$ cat config.mk
export PLATFORM = sky130hd
export DESIGN_NAME = core_local_intr_flat
export DESIGN_NICKNAME = d
export VERILOG_FILES = /design/src/rtl/core_local_intr_if.sv /design/src/rtl/core_local_intr.sv /design/src/flat_wrapper.sv
export SDC_FILE = /design/constraint.sdc
export NUM_CORES = 1
export LEC_CHECK = 0
export CORE_MARGIN = 2
export CORE_UTILIZATION = 55
export DETAILED_ROUTE_END_ITERATION = 8
export PLACE_DENSITY = 0.89
export SKIP_LAST_GASP = 1
export SYNTH_ARGS = -nofsm -noshare
export SYNTH_HDL_FRONTEND = slang
export SYNTH_SLANG_ARGS = --single-unit
$ cat constraint.sdc
create_clock -name clk_i -period 5.1 [get_ports clk_i]
set_input_delay 1.53 -clock clk_i [delete_from_list [all_inputs] [get_ports clk_i]]
set_output_delay 1.53 -clock clk_i [all_outputs]
set_load 0.05 [all_outputs]
$ cat src/rtl/core_local_intr_if.sv
// core_local_intr_if
// Wishbone classic slave bus used by core_local_intr. Signal names are taken
// from the slave's point of view (_i driven by the master, _o by the slave).
//   wbs_addr_i  [31:0] byte address (bits [1:0] ignored)
//   wbs_dat_i   [31:0] write data
//   wbs_sel_i   [3:0]  byte enables for writes
//   wbs_we_i           1 = write
//   wbs_cyc_i          bus cycle
//   wbs_stb_i          strobe
//   wbs_dat_o   [31:0] read data, valid with ack
//   wbs_ack_o          transfer done, 1-cycle pulse
//   wbs_err_o          unmapped offset, 1-cycle pulse
interface core_local_intr_if;
  logic [31:0] wbs_addr_i;
  logic [31:0] wbs_dat_i;
  logic [3:0]  wbs_sel_i;
  logic        wbs_we_i;
  logic        wbs_cyc_i;
  logic        wbs_stb_i;
  logic [31:0] wbs_dat_o;
  logic        wbs_ack_o;
  logic        wbs_err_o;

  modport slave (
    input  wbs_addr_i, wbs_dat_i, wbs_sel_i, wbs_we_i, wbs_cyc_i, wbs_stb_i,
    output wbs_dat_o, wbs_ack_o, wbs_err_o
  );

  modport master (
    output wbs_addr_i, wbs_dat_i, wbs_sel_i, wbs_we_i, wbs_cyc_i, wbs_stb_i,
    input  wbs_dat_o, wbs_ack_o, wbs_err_o
  );
endinterface

$ cat src/rtl/core_local_intr.sv
// core_local_intr
// Machine-mode core-local interrupt source: 64-bit mtime with prescaler,
// mtimecmp comparator, msip software bit and an external-interrupt synchronizer,
// exposed as a Wishbone slave.
// Ports:
//   clk_i         clock
//   rst_i         asynchronous active-low reset
//   wbs           Wishbone slave bus (core_local_intr_if.slave)
//   ext_irq_i     asynchronous external interrupt request (level)
//   xint_meip_o   machine external interrupt pending (synchronized ext_irq_i)
//   xint_mtip_o   machine timer interrupt pending (registered mtime >= mtimecmp)
//   xint_msip_o   machine software interrupt pending (msip bit 0)
// Register map (offset from BASE_ADDR): 0x00 msip, 0x08/0x0C mtimecmp lo/hi,
// 0x10/0x14 mtime lo/hi; 0x04, 0x18, 0x1C answer with err.
module core_local_intr #(
  parameter logic [31:0] BASE_ADDR = 32'h0200_0000,
  parameter int unsigned TICK_DIV  = 1
) (
  input  logic             clk_i,
  input  logic             rst_i,
  core_local_intr_if.slave wbs,
  input  logic             ext_irq_i,
  output logic             xint_meip_o,
  output logic             xint_mtip_o,
  output logic             xint_msip_o
);

  localparam logic [15:0] TickLast = 16'(TICK_DIV - 1);

  logic [63:0] r_mtime;
  logic [63:0] r_mtimecmp;
  logic        r_msip;
  logic [15:0] r_presc;
  logic        r_mtip;
  logic        r_sync1;
  logic        r_sync2;
  logic        r_ack;
  logic        r_err;
  logic [31:0] r_rdata;

  logic        w_in_window;
  logic        w_accept;
  logic        w_write;
  logic        w_mapped;
  logic        w_tick;
  logic [2:0]  w_off;
  logic [31:0] w_rdata;
  logic [63:0] w_mtime_d;
  logic [63:0] w_mtimecmp_d;
  logic        w_msip_d;
  logic [1:0]  w_unused_addr;

  function automatic logic [31:0] merge_bytes(input logic [31:0] old_w,
                                              input logic [31:0] new_w,
                                              input logic [3:0]  sel);
    logic [31:0] res;
    res = old_w;
    for (int i = 0; i < 4; i++) begin
      if (sel[i]) res[8*i +: 8] = new_w[8*i +: 8];
    end
    return res;
  endfunction

  assign w_unused_addr = wbs.wbs_addr_i[1:0];
  assign w_in_window   = (wbs.wbs_addr_i[31:5] == BASE_ADDR[31:5]);
  // A new transfer is taken only while no response is on the bus, so a master
  // holding stb gets one beat every two cycles.
  assign w_accept      = wbs.wbs_cyc_i & wbs.wbs_stb_i & ~r_ack & ~r_err & w_in_window;
  assign w_write       = w_accept & wbs.wbs_we_i;
  assign w_off         = wbs.wbs_addr_i[4:2];
  assign w_tick        = (r_presc == TickLast);

  // Read mux from current register contents; unmapped offsets read zero.
  always_comb begin
    w_mapped = 1'b1;
    w_rdata  = '0;
    case (w_off)
      3'd0:    w_rdata = {31'd0, r_msip};
      3'd2:    w_rdata = r_mtimecmp[31:0];
      3'd3:    w_rdata = r_mtimecmp[63:32];
      3'd4:    w_rdata = r_mtime[31:0];
      3'd5:    w_rdata = r_mtime[63:32];
      default: w_mapped = 1'b0;
    endcase
  end

  always_comb begin
    w_mtime_d    = w_tick ? (r_mtime + 64'd1) : r_mtime;
    w_mtimecmp_d = r_mtimecmp;
    w_msip_d     = r_msip;
    if (w_write) begin
      case (w_off)
        3'd0: if (wbs.wbs_sel_i[0]) w_msip_d = wbs.wbs_dat_i[0];
        3'd2: w_mtimecmp_d[31:0]  = merge_bytes(r_mtimecmp[31:0], wbs.wbs_dat_i,
                                                wbs.wbs_sel_i);
        3'd3: w_mtimecmp_d[63:32] = merge_bytes(r_mtimecmp[63:32], wbs.wbs_dat_i,
                                                wbs.wbs_sel_i);
        // A software write to mtime wins over a coincident tick; the increment
        // is dropped and the other half holds.
        3'd4: w_mtime_d = {r_mtime[63:32],
                           merge_bytes(r_mtime[31:0], wbs.wbs_dat_i, wbs.wbs_sel_i)};
        3'd5: w_mtime_d = {merge_bytes(r_mtime[63:32], wbs.wbs_dat_i, wbs.wbs_sel_i),
                           r_mtime[31:0]};
        default: ;
      endcase
    end
  end

  always_ff @(posedge clk_i or negedge rst_i) begin
    if (!rst_i) begin
      r_mtime    <= '0;
      r_mtimecmp <= '1;
      r_msip     <= 1'b0;
      r_presc    <= '0;
      r_mtip     <= 1'b0;
      r_sync1    <= 1'b0;
      r_sync2    <= 1'b0;
      r_ack      <= 1'b0;
      r_err      <= 1'b0;
      r_rdata    <= '0;
    end else begin
      r_mtime    <= w_mtime_d;
      r_mtimecmp <= w_mtimecmp_d;
      r_msip     <= w_msip_d;
      // Writes never reset the prescaler; it free-runs 0..TICK_DIV-1.
      r_presc    <= w_tick ? 16'd0 : (r_presc + 16'd1);
      r_mtip     <= (r_mtime >= r_mtimecmp);
      r_sync1    <= ext_irq_i;
      r_sync2    <= r_sync1;
      r_ack      <= w_accept & w_mapped;
      r_err      <= w_accept & ~w_mapped;
      r_rdata    <= w_accept ? w_rdata : 32'd0;
    end
  end

  assign wbs.wbs_dat_o = r_rdata;
  assign wbs.wbs_ack_o = r_ack;
  assign wbs.wbs_err_o = r_err;
  assign xint_meip_o   = r_sync2;
  assign xint_mtip_o   = r_mtip;
  assign xint_msip_o   = r_msip;

endmodule

$ cat src/flat_wrapper.sv
// flat-port wrapper written by rule: the top's interface ports become plain ports
module core_local_intr_flat 
#(
  parameter logic [31:0] BASE_ADDR = 32'h0200_0000,
  parameter int unsigned TICK_DIV  = 1
)
  (clk_i, rst_i, ext_irq_i, xint_meip_o, xint_mtip_o, xint_msip_o, wbs_wbs_addr_i, wbs_wbs_dat_i, wbs_wbs_sel_i, wbs_wbs_we_i, wbs_wbs_cyc_i, wbs_wbs_stb_i, wbs_wbs_dat_o, wbs_wbs_ack_o, wbs_wbs_err_o);
  core_local_intr_if wbs_i ();
  input  logic clk_i;
  input  logic rst_i;
  input  logic ext_irq_i;
  output logic xint_meip_o;
  output logic xint_mtip_o;
  output logic xint_msip_o;
  input wire logic [$bits(wbs_i.wbs_addr_i)-1:0] wbs_wbs_addr_i;
  input wire logic [$bits(wbs_i.wbs_dat_i)-1:0] wbs_wbs_dat_i;
  input wire logic [$bits(wbs_i.wbs_sel_i)-1:0] wbs_wbs_sel_i;
  input wire logic [$bits(wbs_i.wbs_we_i)-1:0] wbs_wbs_we_i;
  input wire logic [$bits(wbs_i.wbs_cyc_i)-1:0] wbs_wbs_cyc_i;
  input wire logic [$bits(wbs_i.wbs_stb_i)-1:0] wbs_wbs_stb_i;
  output wire logic [$bits(wbs_i.wbs_dat_o)-1:0] wbs_wbs_dat_o;
  output wire logic [$bits(wbs_i.wbs_ack_o)-1:0] wbs_wbs_ack_o;
  output wire logic [$bits(wbs_i.wbs_err_o)-1:0] wbs_wbs_err_o;
  assign wbs_i.wbs_addr_i = wbs_wbs_addr_i;
  assign wbs_i.wbs_dat_i = wbs_wbs_dat_i;
  assign wbs_i.wbs_sel_i = wbs_wbs_sel_i;
  assign wbs_i.wbs_we_i = wbs_wbs_we_i;
  assign wbs_i.wbs_cyc_i = wbs_wbs_cyc_i;
  assign wbs_i.wbs_stb_i = wbs_wbs_stb_i;
  assign wbs_wbs_dat_o = wbs_i.wbs_dat_o;
  assign wbs_wbs_ack_o = wbs_i.wbs_ack_o;
  assign wbs_wbs_err_o = wbs_i.wbs_err_o;
  core_local_intr #(.BASE_ADDR(BASE_ADDR), .TICK_DIV(TICK_DIV)) u_core (.clk_i(clk_i), .rst_i(rst_i), .wbs(wbs_i), .ext_irq_i(ext_irq_i), .xint_meip_o(xint_meip_o), .xint_mtip_o(xint_mtip_o), .xint_msip_o(xint_msip_o));
endmodule
==> flow_summary.json <==
{
  "status": "finished, final reports clean",
  "max_freq_mhz": 249,
  "arrival_ns": 4.39,
  "critical_path_buf_inv_count": 2,
  "viasPerCell": 6.69,
  "root_buffer": "clkbuf_16",
  "cts_resized": 0,
  "wirelength_um": 33300,
  "clock_skew_ns": 0.0103,
  "mux_share": 0.0779,
  "fin_area_um2": 13100,
  "topCellsByArea": "dfrtp_1 26%, dfstp_2 15%, ha_1 7.5%",
  "setup_slack_ns": 1.08,
  "cts_tree": "built",
  "min_to": "u_core.xint_meip_o",
  "cts_buffers": 17,
  "seqAreaFraction": 0.353,
  "flop_cell": "dfrtp_1",
  "p_comb_frac": 0.056,
  "dp_hpwl_um": 23100,
  "slew_headroom": 0.345,
  "antenna_left": 0,
  "numPortBuffers": 108,
  "min_path_type": "reg -> reg",
  "fin_cells": 1565,
  "powerClk_mw": 1.34,
  "std_cell_rows": 52,
  "synth_area_um2": 11200,
  "drive_above_1_share": 0.169,
  "core-area_um2": 20100,
  "vias": 10500,
  "worstHoldStart": "u_core.r_sync1",
  "place_inst": 1533,
  "yosysMostFrequentCell": "dfrtp_1",
  "common_cells": "118 x dfrtp_1, 105 x nor2_1, 96 x a21oi_1",
  "switchingPower_mw": 0.743,
  "synth_nets": 1325,
  "route.met2.wl_um": 15900,
  "grt_setup_unrepaired": "no",
  "adder_share": 0.0750,
  "hold_violations": 0,
  "reg2reg_from": "u_core.r_mtimecmp[0]",
  "simple_gate_share": 0.189,
  "buffers": 130,
  "netlist.area_leader.share": 0.264,
  "crit_type": "in -> reg",
  "synth_top_cell_by_area": "dfrtp_1",
  "slowest_stage": "nand4_1",
  "cp_slowest_stage_delay_ns": 0.58,
  "dieArea_um2": 21500,
  "irDropWorstVdd_mv": 0.208,
  "dr.first_iter.drc_count": 1396,
  "worst_pin_slew_ns": 0.983,
  "inv_count": 82,
  "tap_cells": 270,
  "sh_comb_area": 0.457,
  "synthDistinctLibCells": 78,
  "logic_family": "simple AND/OR/NAND/NOR gates",
  "fp_util": 0.556,
  "fin_crit_ns": 4.02,
  "fin_nets": 1423,
  "cpLargestDelayFamily": "simple AND/OR/NAND/NOR gates",
  "async_reset_ff_frac": 1.00,
  "maxUsedRoutingLayer": "met4",
  "antenna_found_initial": 0,
  "final.fill_count": 1554,
  "clock-sinks": 182,
  "finalSetupViolCount": 0,
  "holdWs_ns": 0.358,
  "synth_flops": 182,
  "finalSetupTns_ns": 0,
  "drcViolationCount": 0,
  "sw_frac_of_total": 0.252,
  "yosys.area_share.aoi": 0.182,
  "ios": 111,
  "r2r_cells": 8,
  "crit_chain": "clkdlybuf4s50_1, nor4bb_1, and4_1, nand4_1, buf_4, nor2_1, a211oi_1, nor3_1",
  "die_h_um": 147,
  "critical_path.startpoint": "wbs_wbs_stb_i",
  "cp-start-kind": "input port",
  "wl_met3_um": 3190,
  "dp_slack_ns": 0.729,
  "yosys_warnings": 0,
  "p_per_area_nw_per_um2": 225,
  "crit_path_end_kind": "flip-flop",
  "seq_area_frac_synth": 0.415,
  "syn_to_final_growth_pct": 17.3,
  "largestClassByArea": "multi-input combinational cells",
  "synth.avg_cell_area_um2": 9.44,
  "logic_area_um2": 5990,
  "holdPathStages": 0,
  "drv_slew": 0,
  "path_max_fanout": 14,
  "num_antenna_cells": 0
}
metal_stack.png
Scale bar: 50 µm. Only two layers are drawn.
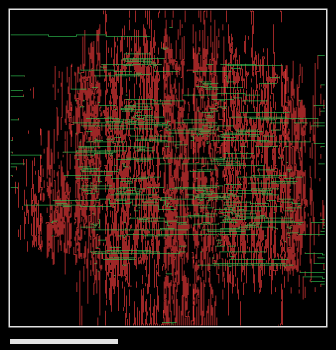
- met3: green (wire length 3,190 µm)
- met2: red (wire length 15,900 µm)

cell_classes.png
Scale bar: 50 µm. Fill, decap, tap and diode cells in grey.
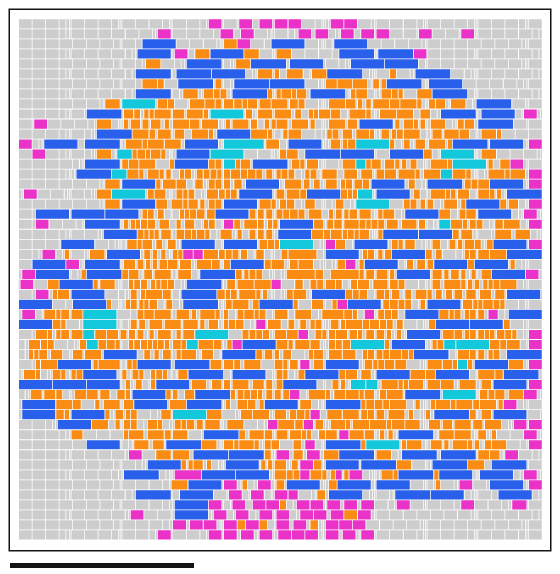
- clock drivers and dummy loads: cyan (cells 32; share of their area 4.6%)
- other buffers and delay cells: magenta (cells 130; share of their area 9.8%)
- all other logic: orange (cells 951; share of their area 49%)
- flip-flops: blue (cells 182; share of their area 36%)

final_congestion.png
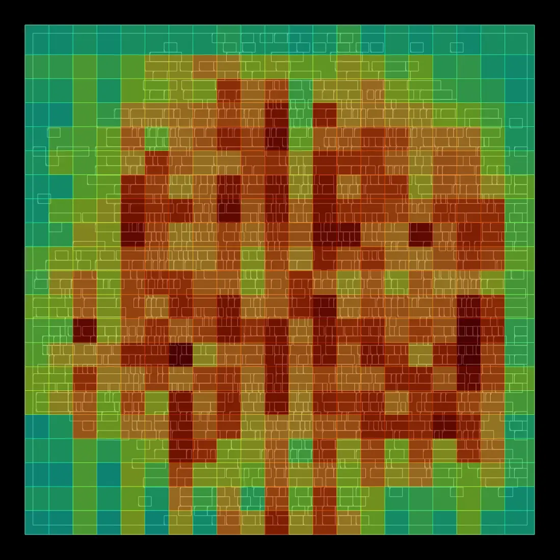
grt peak-use layer: met2
GR Layer Usage met1: 0.391
met2 usage: 0.512
GRT Resource Usage Total: 0.314

registers.png
Scale bar: 50 µm. Other sequential cells in the stronger grey, the rest of the logic in the fainter grey.
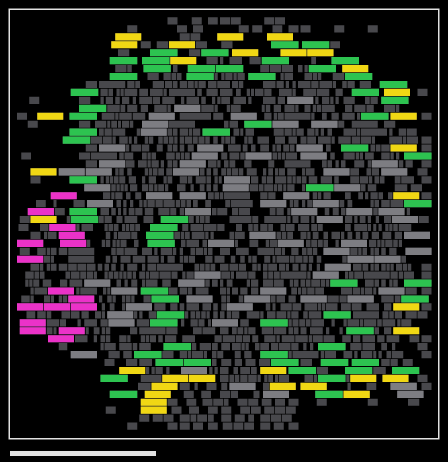
- `u_core.r_mtimecmp`: green (flops 64; where all over the die)
- `u_core.wbs.wbs_dat_o`: yellow (flops 32; where all over the die)
- `u_core.r_presc`: magenta (flops 16)
- not coloured: 70
register area: 4630 µm²
Finished Core Util: 0.652
Sequential Power: 1.45 mW

density.png
15 x 15 tiles, from black (low) to pale yellow (high), 0 to 100% covered.
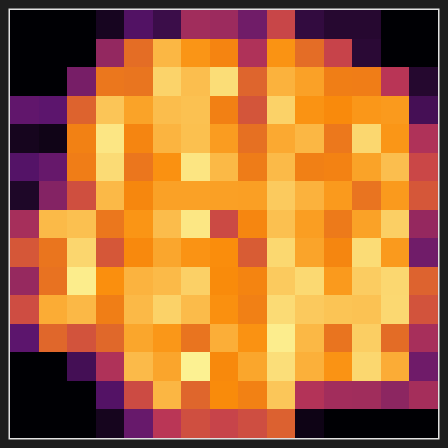
- emptiest ninth of the die: north-west
- mean over tiles: 60%
- nearly empty tiles: 11%
- tiles over 75% full: 43%

Power and IR drop assume default switching activity.
